File: src/rtl/mem_initiator_pkg.sv
// Shared types and constants for the memory-bus initiator and its lane helper.
package mem_initiator_pkg;

    typedef enum logic [1:0] {
        SIZE_BYTE = 2'b00,
        SIZE_HALF = 2'b01,
        SIZE_WORD = 2'b10
    } size_e;

    typedef enum logic [2:0] {
        IDLE,
        RD,
        CAP,
        WRITE,
        RESP
    } state_e;

    localparam logic [3:0] MASK_WORD = 4'b1111;

endpackage

File: src/rtl/mem_lane_align.sv
// Little-endian lane extract/extend for loads and lane merge for sub-word stores.
module mem_lane_align
    import mem_initiator_pkg::*;
(
    input  logic [1:0]  size_i,
    input  logic [1:0]  lane_i,
    input  logic        unsigned_i,
    input  logic [31:0] rdata_i,
    input  logic [31:0] wdata_i,
    output logic [31:0] load_o,
    output logic [31:0] merged_o
);

    logic [7:0]  byte_v;
    logic [15:0] half_v;

    always_comb begin
        byte_v   = rdata_i[{lane_i, 3'b000} +: 8];
        half_v   = rdata_i[{lane_i[1], 4'b0000} +: 16];
        load_o   = rdata_i;
        merged_o = rdata_i;
        case (size_i)
            SIZE_BYTE: begin
                load_o = {{24{~unsigned_i & byte_v[7]}}, byte_v};
                merged_o[{lane_i, 3'b000} +: 8] = wdata_i[7:0];
            end
            SIZE_HALF: begin
                load_o = {{16{~unsigned_i & half_v[15]}}, half_v};
                merged_o[{lane_i[1], 4'b0000} +: 16] = wdata_i[15:0];
            end
            default: begin
                load_o   = rdata_i;
                merged_o = wdata_i;
            end
        endcase
    end

endmodule

File: src/rtl/mem_initiator.sv
// Core-side load/store master for the SPRAM word responder; sub-word stores
// become read-modify-write so the responder only ever sees full-word writes.
module mem_initiator
    import mem_initiator_pkg::*;
#(
    parameter logic [31:0] BASE_ADDR = 32'h0000_0800,
    parameter logic [31:0] MEM_BYTES = 32'h0002_0000
) (
    input  logic        clk,
    input  logic        reset,
    input  logic        req_valid,
    output logic        req_ready,
    input  logic        req_write,
    input  logic [1:0]  req_size,
    input  logic        req_unsigned,
    input  logic [31:0] req_addr,
    input  logic [31:0] req_wdata,
    output logic        resp_valid,
    output logic        resp_err,
    output logic [31:0] resp_rdata,
    output logic [31:0] memAddress,
    output logic [31:0] memWriteData,
    output logic        memWrite,
    output logic [3:0]  byteMask,
    input  logic [31:0] memReadData
);

    state_e      state_q, state_d;
    logic        write_q, write_d;
    logic [1:0]  size_q, size_d;
    logic        uns_q, uns_d;
    logic [1:0]  lane_q, lane_d;
    logic [31:0] wdata_q, wdata_d;
    logic        err_q, err_d;
    logic [31:0] rdata_q, rdata_d;
    logic [31:0] mem_addr_q, mem_addr_d;
    logic [31:0] mem_wdata_q, mem_wdata_d;

    logic        misaligned, out_of_range, req_err;
    logic [31:0] word_idx;
    logic [31:0] load_data, merged_data;

    mem_lane_align u_align (
        .size_i     (size_q),
        .lane_i     (lane_q),
        .unsigned_i (uns_q),
        .rdata_i    (memReadData),
        .wdata_i    (wdata_q),
        .load_o     (load_data),
        .merged_o   (merged_data)
    );

    // 33-bit compare so the upper bound cannot wrap for large windows.
    always_comb begin
        misaligned   = (req_size == 2'b11)
                     || (req_size == SIZE_HALF && req_addr[0])
                     || (req_size == SIZE_WORD && req_addr[1:0] != 2'b00);
        out_of_range = ({1'b0, req_addr} < {1'b0, BASE_ADDR})
                     || ({1'b0, req_addr} >= ({1'b0, BASE_ADDR} + {1'b0, MEM_BYTES}));
        req_err      = misaligned || out_of_range;
        word_idx     = (req_addr - BASE_ADDR) >> 2;
    end

    always_comb begin
        state_d     = state_q;
        write_d     = write_q;
        size_d      = size_q;
        uns_d       = uns_q;
        lane_d      = lane_q;
        wdata_d     = wdata_q;
        err_d       = err_q;
        rdata_d     = rdata_q;
        mem_addr_d  = mem_addr_q;
        mem_wdata_d = mem_wdata_q;
        case (state_q)
            IDLE: begin
                if (req_valid) begin
                    write_d = req_write;
                    size_d  = req_size;
                    uns_d   = req_unsigned;
                    lane_d  = req_addr[1:0];
                    wdata_d = req_wdata;
                    err_d   = req_err;
                    rdata_d = '0;
                    if (req_err) begin
                        state_d = RESP;
                    end else begin
                        mem_addr_d = word_idx;
                        if (req_write && req_size == SIZE_WORD) begin
                            mem_wdata_d = req_wdata;
                            state_d     = WRITE;
                        end else begin
                            state_d = RD;
                        end
                    end
                end
            end
            RD:  state_d = CAP;
            CAP: begin
                if (write_q) begin
                    mem_wdata_d = merged_data;
                    state_d     = WRITE;
                end else begin
                    rdata_d = load_data;
                    state_d = RESP;
                end
            end
            WRITE:   state_d = RESP;
            RESP:    state_d = IDLE;
            default: state_d = IDLE;
        endcase
    end

    always_ff @(posedge clk or negedge reset) begin
        if (!reset) begin
            state_q     <= IDLE;
            write_q     <= 1'b0;
            size_q      <= 2'b00;
            uns_q       <= 1'b0;
            lane_q      <= 2'b00;
            wdata_q     <= '0;
            err_q       <= 1'b0;
            rdata_q     <= '0;
            mem_addr_q  <= '0;
            mem_wdata_q <= '0;
        end else begin
            state_q     <= state_d;
            write_q     <= write_d;
            size_q      <= size_d;
            uns_q       <= uns_d;
            lane_q      <= lane_d;
            wdata_q     <= wdata_d;
            err_q       <= err_d;
            rdata_q     <= rdata_d;
            mem_addr_q  <= mem_addr_d;
            mem_wdata_q <= mem_wdata_d;
        end
    end

    assign req_ready    = (state_q == IDLE);
    assign resp_valid   = (state_q == RESP);
    assign resp_err     = (state_q == RESP) && err_q;
    assign resp_rdata   = rdata_q;
    assign memWrite     = (state_q == WRITE);
    assign memAddress   = mem_addr_q;
    assign memWriteData = mem_wdata_q;
    assign byteMask     = MASK_WORD;

endmodule

File: config.mk
export PLATFORM = sky130hd
export DESIGN_NAME = mem_initiator
export DESIGN_NICKNAME = d
export VERILOG_FILES = /design/src/rtl/mem_initiator_pkg.sv /design/src/rtl/mem_lane_align.sv /design/src/rtl/mem_initiator.sv
export SDC_FILE = /design/constraint.sdc
export NUM_CORES = 1
export LEC_CHECK = 0
export ABC_CLOCK_PERIOD_IN_PS = 4800
export CORE_AREA = 4 4 143 145
export DETAILED_ROUTE_END_ITERATION = 10
export DIE_AREA = 0 0 147 149
export SYNTH_ARGS = -nofsm -noshare
export SYNTH_HDL_FRONTEND = slang
export SYNTH_SLANG_ARGS = --single-unit
File: constraint.sdc
create_clock -name clk -period 4.8 [get_ports clk]
set_clock_uncertainty 0.2 [all_clocks]
set_input_delay 1.44 -clock clk [delete_from_list [all_inputs] [get_ports clk]]
set_output_delay 1.44 -clock clk [all_outputs]
set_load 0.02 [all_outputs]
Run 1, sizing map:
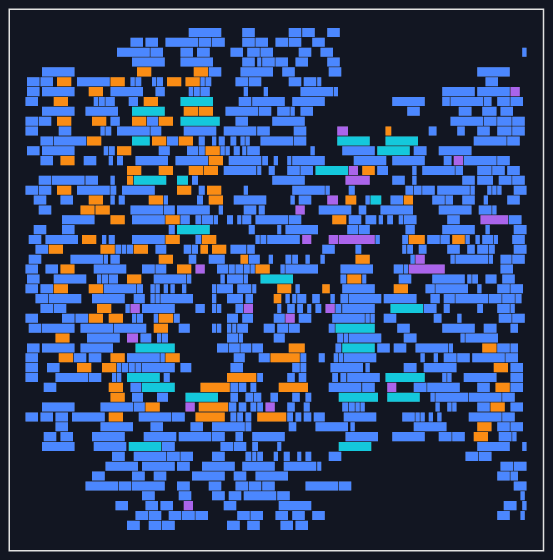
legend:
  cyan:
    size: _6 and larger
    cells: 25
  purple:
    size: _3 and _4 cells
    cells: 23
  orange:
    size: _2 cells
    cells: 95
  blue:
    size: _0 and _1 cells
    cells: 705

Run 1, clock wires, drivers and flops:
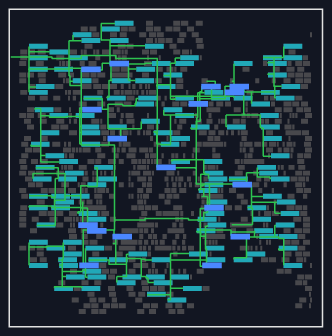
legend:
  blue:
    item: clock drivers
    count: 17
  green:
    item: clock wires
    length: 1,850 um
  cyan:
    item: flip-flops
    count: 136
routed clock nets: 18

Run 1, metal 3:
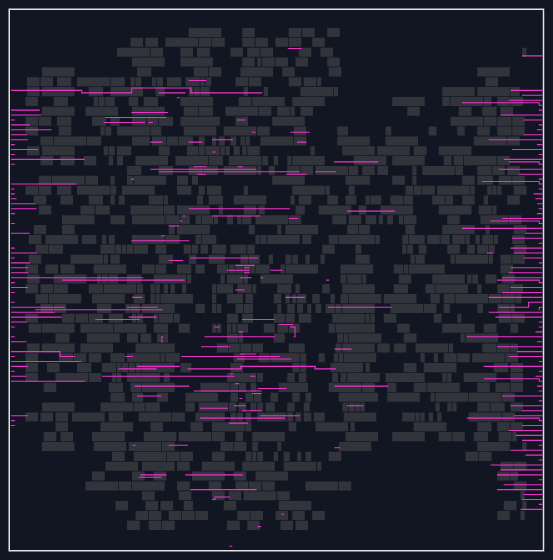
main direction: horizontal
wire length on this layer: 1,790 um

==> metrics.cfg, run 1 <==
[clock_network]
path_clk_slew_ns=0.06
htreeDepth=4
clk_latency_ns=0.42
ctsHoldBuffers=0
cts_root_buf=clkbuf_16
clockBufferDepth=2
cts_num_sinks=136
ctsResizeCount=0
post_cts_buffers=0

[hold_path]
hold_end=memAddress[1]
min_path_type=reg2reg
min_from=memAddress[1]
hold_depth=1

[final_layout]
area_dominant_class=flip-flops and latches
clkbuf_count=18
final_common_cell=clkdlybuf4s50_1
nFillCells=1702
fin_cells=1113
final-clk-cell-share_pct=6.667
num-nonclk-buffers=213
comb_share_pct=33.46
comb_area_mm2=0.003303
lay_top_cells=clkdlybuf4s50_1 (199), dfrtp_1 (136), mux2_2 (69)
seq_share_pct=34.47
n_antenna_cell=0
area_growth_pct=40.59
n_all_inverters=21
fin_util_pct=51.40
regArea_mm2=0.003403

[logic_synthesis]
ys_types=58
syn_avg_cell_area_um2=10.77
netlist_area_mm2=0.007022
yosys_warnings=0
topCellsByArea=dfrtp_1 (48%), mux2_2 (11%), nor2_1 (3.2%), o21ai_0 (3.0%), a221oi_1 (3.0%)
yosys_cells=652
yosysMostFrequentCell=dfrtp_1
synthArstFlopShare_pct=100.0
synth-edff-count=0
syn_inst=652

[floorplan]
die_h_um=149
fp.dieW_um=147
rows=51

[power_and_ir_drop]
power.group.top=clock
seqPwrFrac_pct=38.0
powerClk_mw=1.46
p_per_area_mw_per_mm2=366.8
p_sw_mw=1.017
p_clk_share_pct=40.2
pwr-share-comb_pct=21.8
intPower_mw=2.603
swShare_pct=28.10
power.leakage_nw=4.204
pg_seq_mw=1.38
ir_drop_mv=0.2686

[critical_path]
crit_arrival_ns=3.84
worstPathRequired_ns=4.90
rr_worst_depth=7
r2r-start=lane_q[0]
path_buffers=2
reg2reg_setup_slack_ns=1.60
crit_path_max_incr_delay_ns=0.41
path_cells=clkdlybuf4s50_1, nor4_1, nand4_1, a2111oi_4, buf_4, and3_1, nor2_1
r2r_end=memWriteData[19]
critPathMaxFanout=37
endpoint_kind=flip-flop
startpoint_type=input pin
cp_num_cells=7
critPathTopFamily=simple AND/OR/NAND/NOR gates
slowest_stage=buf_4

[detailed_routing]
antenna_left=0
wl_met2_um=10500
drc_errors=0
viasPerCell=5.414
detail_route.wl_per_cell_um=20.77
finalWirelength_um=23120
vias=6026
met3_length_um=1786
highest_layer=met4
first_pass_iters=5
drt_iter0_drc=388
wl_met1_um=9848

[final_timing]
slew_headroom_pct=29.72
report.final.slew_viol_count=0
rsz0062_at_grt=no
finalSetupViolations=0
period_needed_ns=3.743
max_clock_freq_ghz=0.2672
whs_ns=0.2864
worst_pin_slew_ns=1.054
finalClockPeriodUsage_pct=77.98

[global_routing]
overflow=0
grt_use_met2_pct=32.22
grt_antenna_before_repair=0
grt_max_degree=46
grt_use_met3_pct=5.318
track_usage_pct=20.84
grt_pass1_wl_um=35420

[job]
drv_cap=0

[placement]
dp_hpwl_um=17200
place_inst=1081

[outcome]
status=finished clean

run 1: stage by stage:
step | area (um2) | setup slack, ns
2_1_floorplan | 7037 | 1.396
6_report | 9872 | 1.057
5_1_grt | 9872 | 0.7685
3_3_place_gp | 9214 | 0.6390
4_1_cts | 9872 | 0.9763
3_5_place_dp | 9214 | 0.5390
run 1: cells by family (layout without fill, tap and decap cells):
kind of cell               Yosys count  in the layout  synth area share (%)
and+or+nand+nor                    166            166                 11.46
adders and majority gates            6              6                 1.069
DFF                                136            136                 48.47
xor gates and xnor gates             4              4                0.4990
AOI/OAI and AO/OA                  173            173                 18.03
buffers and inverters               74            266                 4.847
other                                2              6                0.1070
muxes                               91             91                 15.52
Run 1, track usage over the die:
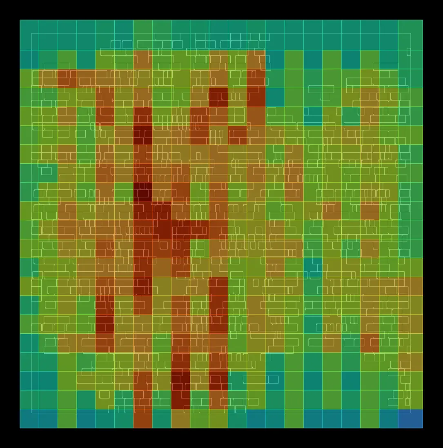

==> inputs of run 2 (changes only) <==
--- a/config.mk
+++ b/config.mk
@@ -5,7 +5,7 @@
 export SDC_FILE = /design/constraint.sdc
 export NUM_CORES = 1
 export LEC_CHECK = 0
-export ABC_CLOCK_PERIOD_IN_PS = 4800
+export ABC_CLOCK_PERIOD_IN_PS = 3500
 export CORE_AREA = 4 4 143 145
 export DETAILED_ROUTE_END_ITERATION = 10
 export DIE_AREA = 0 0 147 149
==> constraint.sdc (replaced) <==
create_clock -name clk -period 3.5 [get_ports clk]
set_clock_uncertainty 0.2 [all_clocks]
set_input_delay 1.05 -clock clk [delete_from_list [all_inputs] [get_ports clk]]
set_output_delay 1.05 -clock clk [all_outputs]
set_load 0.02 [all_outputs]
Run 2, track usage over the die:
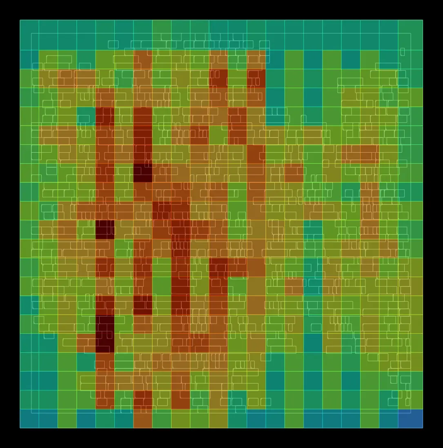
routed wire length per instance: 20.72 um
grt peak-use layer: met2

==> run 2 against run 1 <==
Against the previous run:
- worst setup slack got worse by 0.83 ns
- first-iteration DRC count fell by 12%
- critical path type is now reg2out
- routed wire length rose by 1.3%
- register-to-register slack got worse by 1.1 ns
- non-clock buffer count rose by 17
==> metrics.cfg, run 2 <==
[detailed_routing]
antenna_left=0
highest_layer=met5
drc_errors=0
first_pass_iters=7
finalWirelength_um=23420
wl_met1_um=10080

[logic_synthesis]
ys_sh_mux_pct=15.52
yosysMostFrequentCell=dfrtp_1
synth-edff-count=0
yosys_cells=652
netlist_area_mm2=0.007022
ys_sh_aoi_pct=18.03
synthArstFlopShare_pct=100.0
simple_gate_share_pct=11.46
topCellsByArea=dfrtp_1 (48%), mux2_2 (11%), nor2_1 (3.2%), o21ai_0 (3.0%), a221oi_1 (3.0%)
ys_types=58
yosys_warnings=0

[placement]
dp_slack_ns=-0.1164
placed_cell_area_mm2=0.009404

[power_and_ir_drop]
p_clk_share_pct=39.9
intPower_mw=3.602
power.leakage_nw=4.308
p_per_area_mw_per_mm2=495.7
pg_seq_mw=1.88
p_sw_mw=1.385
swShare_pct=27.77

[critical_path]
startpoint_type=flip-flop
critPathMaxFanout=8
r2r_end=memWriteData[4]
reg2reg_setup_slack_ns=0.46
critPathTopFamily=buffers and inverters
r2r-start=size_q[0]
slowest_stage=clkdlybuf4s50_1
path_buffers=1
path_cells=nor2_1, and3_1, clkdlybuf4s50_1
cp_num_cells=3

[clock_network]
cts_num_sinks=136
clk_latency_ns=0.42
ctsResizeCount=0
ctsHoldBuffers=0
clockBufferDepth=2
cts_root_buf=clkbuf_16

[hold_path]
hold_end=memAddress[9]
min_path_type=reg2reg
min_from=memAddress[9]

[final_timing]
worst_pin_slew_ns=1.027
finalClockPeriodUsage_pct=93.46
finalSetupViolations=0
report.final.slew_viol_count=0
whs_ns=0.2805

[floorplan]
rows=51
die_h_um=149

[final_layout]
lay_top_cells=clkdlybuf4s50_1 (199), dfrtp_1 (136), mux2_2 (69)
nFillCells=1709
fin_cells=1130
n_antenna_cell=0
final_common_cell=clkdlybuf4s50_1

[global_routing]
grt_use_met3_pct=5.469
track_usage_pct=21.16

[outcome]
status=finished clean

## run 2: worst max-delay path by stage
| stage | start | end | slack [ns] |
|---|---|---|---|
| 6_report | state_q[0] | resp_err | 0.23 |
| 5_1_grt | state_q[0] | resp_err | 0.12 |
| 4_1_cts | state_q[0] | resp_err | 0.20 |
| 3_5_place_dp | req_addr[30] | memWriteData[0] | -0.12 |
| 3_3_place_gp | req_addr[30] | memAddress[19] | -0.05 |
| 2_1_floorplan | req_addr[15] | memAddress[0] | 0.49 |
## run 2: area by class of cell
type                            count  area [um2]  area share (%)
Sequential cell                   136        3403           33.84
Multi-Input combinational cell    446        3303           32.84
Timing Repair Buffer              230        2287           22.74
Clock buffer                       20       456.7           4.540
Tap cell                          265       331.6           3.296
Clock inverter                     12       197.7           1.965
Inverter                           21       78.83          0.7837
Run 2, gate-type map:
Scale bar: 50 um.
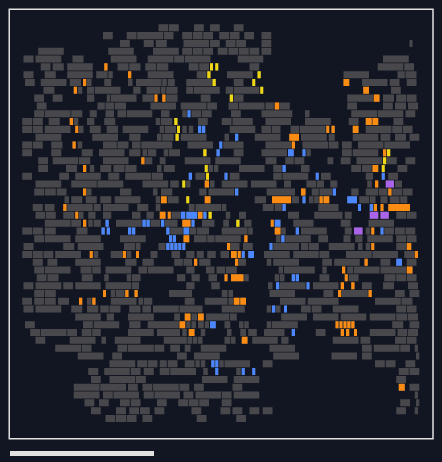

==> inputs of run 3 (changes only) <==
--- a/config.mk
+++ b/config.mk
@@ -5,7 +5,8 @@
 export SDC_FILE = /design/constraint.sdc
 export NUM_CORES = 1
 export LEC_CHECK = 0
-export ABC_CLOCK_PERIOD_IN_PS = 3500
+export ABC_CLOCK_PERIOD_IN_PS = 4100
+export CAP_MARGIN = 20
 export CORE_AREA = 4 4 143 145
 export DETAILED_ROUTE_END_ITERATION = 10
 export DIE_AREA = 0 0 147 149
==> constraint.sdc (replaced) <==
create_clock -name clk -period 4.1 [get_ports clk]
set_clock_uncertainty 0.2 [all_clocks]
set_input_delay 1.23 -clock clk [delete_from_list [all_inputs] [get_ports clk]]
set_output_delay 1.23 -clock clk [all_outputs]
set_load 0.02 [all_outputs]
Run 3, gate-type map:
Scale bar: 50 um.
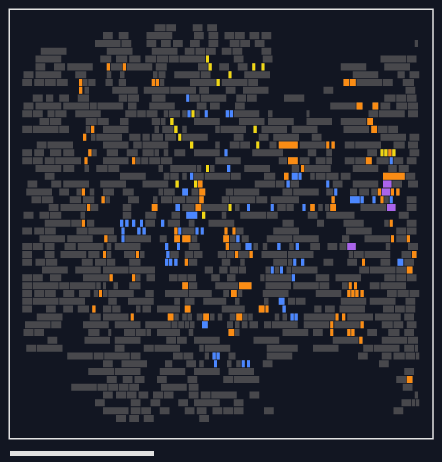
legend:
  yellow:
    family: inv cells
    cells: 21
  purple:
    family: xor and xnor cells
    cells: 4
    where: east
  blue:
    family: nand cells
    cells: 62
  orange:
    family: nor cells
    cells: 91

==> run 3 against run 2 <==
Against the previous run:
- count of clock-buffer cells in the layout up 3
- sequential share of layout area rose by 0.64 points
- synthesized cell count stayed put
- cell count is 1.3% lower
- critical path type unchanged
- critical endpoint unchanged
- highest routed layer is now met4
==> metrics.cfg, run 3 <==
[placement]
placed_cell_area_mm2=0.009274
dp_slack_ns=0.1867
place_inst=1084
dp_hpwl_um=17370

[logic_synthesis]
synth-edff-count=0
syn_inst=652
topCombFamilyByArea=AND-OR/OR-AND gates
ys_types=58
yosysMostFrequentCell=dfrtp_1
simple_gate_share_pct=11.46
top_cells_by_count=dfrtp_1 (136), mux2_2 (69), nor2_1 (59)
yosys_warnings=0
xor_area_share_pct=0.4989
synthArstFlopShare_pct=100.0
ys_sh_aoi_pct=18.03
syn_avg_cell_area_um2=10.77
ys_sh_adder_pct=1.069
yosys_cells=652
topCellsByArea=dfrtp_1 (48%), mux2_2 (11%), nor2_1 (3.2%), o21ai_0 (3.0%), a221oi_1 (3.0%)

[global_routing]
grt_use_met3_pct=4.801
track_usage_pct=21.09
grt_max_degree=69
grt_use_met2_pct=33.67
gr-max-usage-layer=met2
overflow=0
grt_pass1_wl_um=35960
grt_antenna_before_repair=0

[final_timing]
slew_headroom_pct=28.52
finalClockPeriodUsage_pct=84.10
postLayoutSetupSlackWorst_ns=0.6518
max_clock_freq_ghz=0.2900
worst_pin_slew_ns=1.066
finalSetupViolations=0
report.final.slew_viol_count=0
rsz0062_at_grt=no

[critical_path]
reg2reg_setup_slack_ns=0.86
r2r_end=memWriteData[16]
crit_path_max_incr_delay_ns=0.63
crit_arrival_ns=2.02
path_buffers=1
r2r-start=lane_q[0]
worstPathRequired_ns=2.67
critPathTopFamily=buffers and inverters
critPathMaxFanout=8
startpoint=state_q[0]
path_cells=nor2_1, and3_1, clkdlybuf4s50_1
slowest_stage=clkdlybuf4s50_1
startpoint_type=flip-flop
rr_worst_depth=7
endpoint_kind=output pin

[clock_network]
cts_root_buf=clkbuf_16
ctsResizeCount=0
htreeDepth=4
path_clk_slew_ns=0.06
ctsHoldBuffers=0
cts_num_sinks=136
clockBufferDepth=2

[power_and_ir_drop]
swShare_pct=28.03
seqPwrFrac_pct=39.0
ir_drop_mv=0.3051
powerClk_mw=1.56
pg_seq_mw=1.60
p_sw_mw=1.150
intPower_mw=2.953
p_clk_share_pct=37.9
total_power_mw=4.103
pwr-share-comb_pct=23.1
power.group.top=sequential cells
power.leakage_nw=4.204

[detailed_routing]
wl_met2_um=10510
detail_route.wl_per_cell_um=20.72
drc_errors=0
finalWirelength_um=23100
drt_iter0_drc=453
antenna_left=0
viasPerCell=5.415
first_pass_iters=5
highest_layer=met4
vias=6038
wl_met1_um=10040

[outcome]
status=finished clean

[final_layout]
buf_share_pct=21.85
area_dominant_class=flip-flops and latches
fin_area_mm2=0.009872
clkbuf_count=23
lay_top_cells=clkdlybuf4s50_1 (199), dfrtp_1 (136), mux2_2 (69)
final-clk-cell-share_pct=6.058
final_common_cell=clkdlybuf4s50_1
nFillCells=1712
comb_area_mm2=0.003303
nFlopsAndLatches=136
fin_cells=1115
fin_util_pct=51.40
num-nonclk-buffers=216
area_growth_pct=40.59
seq_share_pct=34.47

[floorplan]
tapCellCount=265
die_h_um=149
rows=51
io-pin-count=207
fp.dieW_um=147

[hold_path]
min_path_type=reg2reg
hold_end=memAddress[1]
hold_depth=1

[job]
drv_cap=0

## run 3: netlist changes by cell type in the layout (fill, tap and decap cells not counted)
cell,before,now
buf_4,26,14
buf_12,5,3
bufinv_16,5,3
clkbuf_1,1,3
clkinv_4,2,0
clkbuf_8,2,3
## run 3: worst reg2reg max path, cell delays in order, from the launching register on
cell	delay (ns)
dfrtp_1	0.80
inv_1	0.25
ha_1	0.29
nor2b_1	0.13
a211oi_1	0.88
a221oi_1	0.19
a21oi_1	0.26
mux2_2	0.18
## run 3: worst max path at each step
stage | depth (start not counted) | slack, ns | endpoint
after floorplan | 5 | 0.91 | memAddress[0]
after global placement | 7 | 0.27 | memAddress[19]
after detailed placement | 7 | 0.19 | memAddress[27]
after CTS | 7 | 0.63 | memAddress[27]
after global routing | 7 | 0.42 | memAddress[29]
final | 3 | 0.65 | resp_err
No activity file was given, so power comes from the tool's default toggle rates.
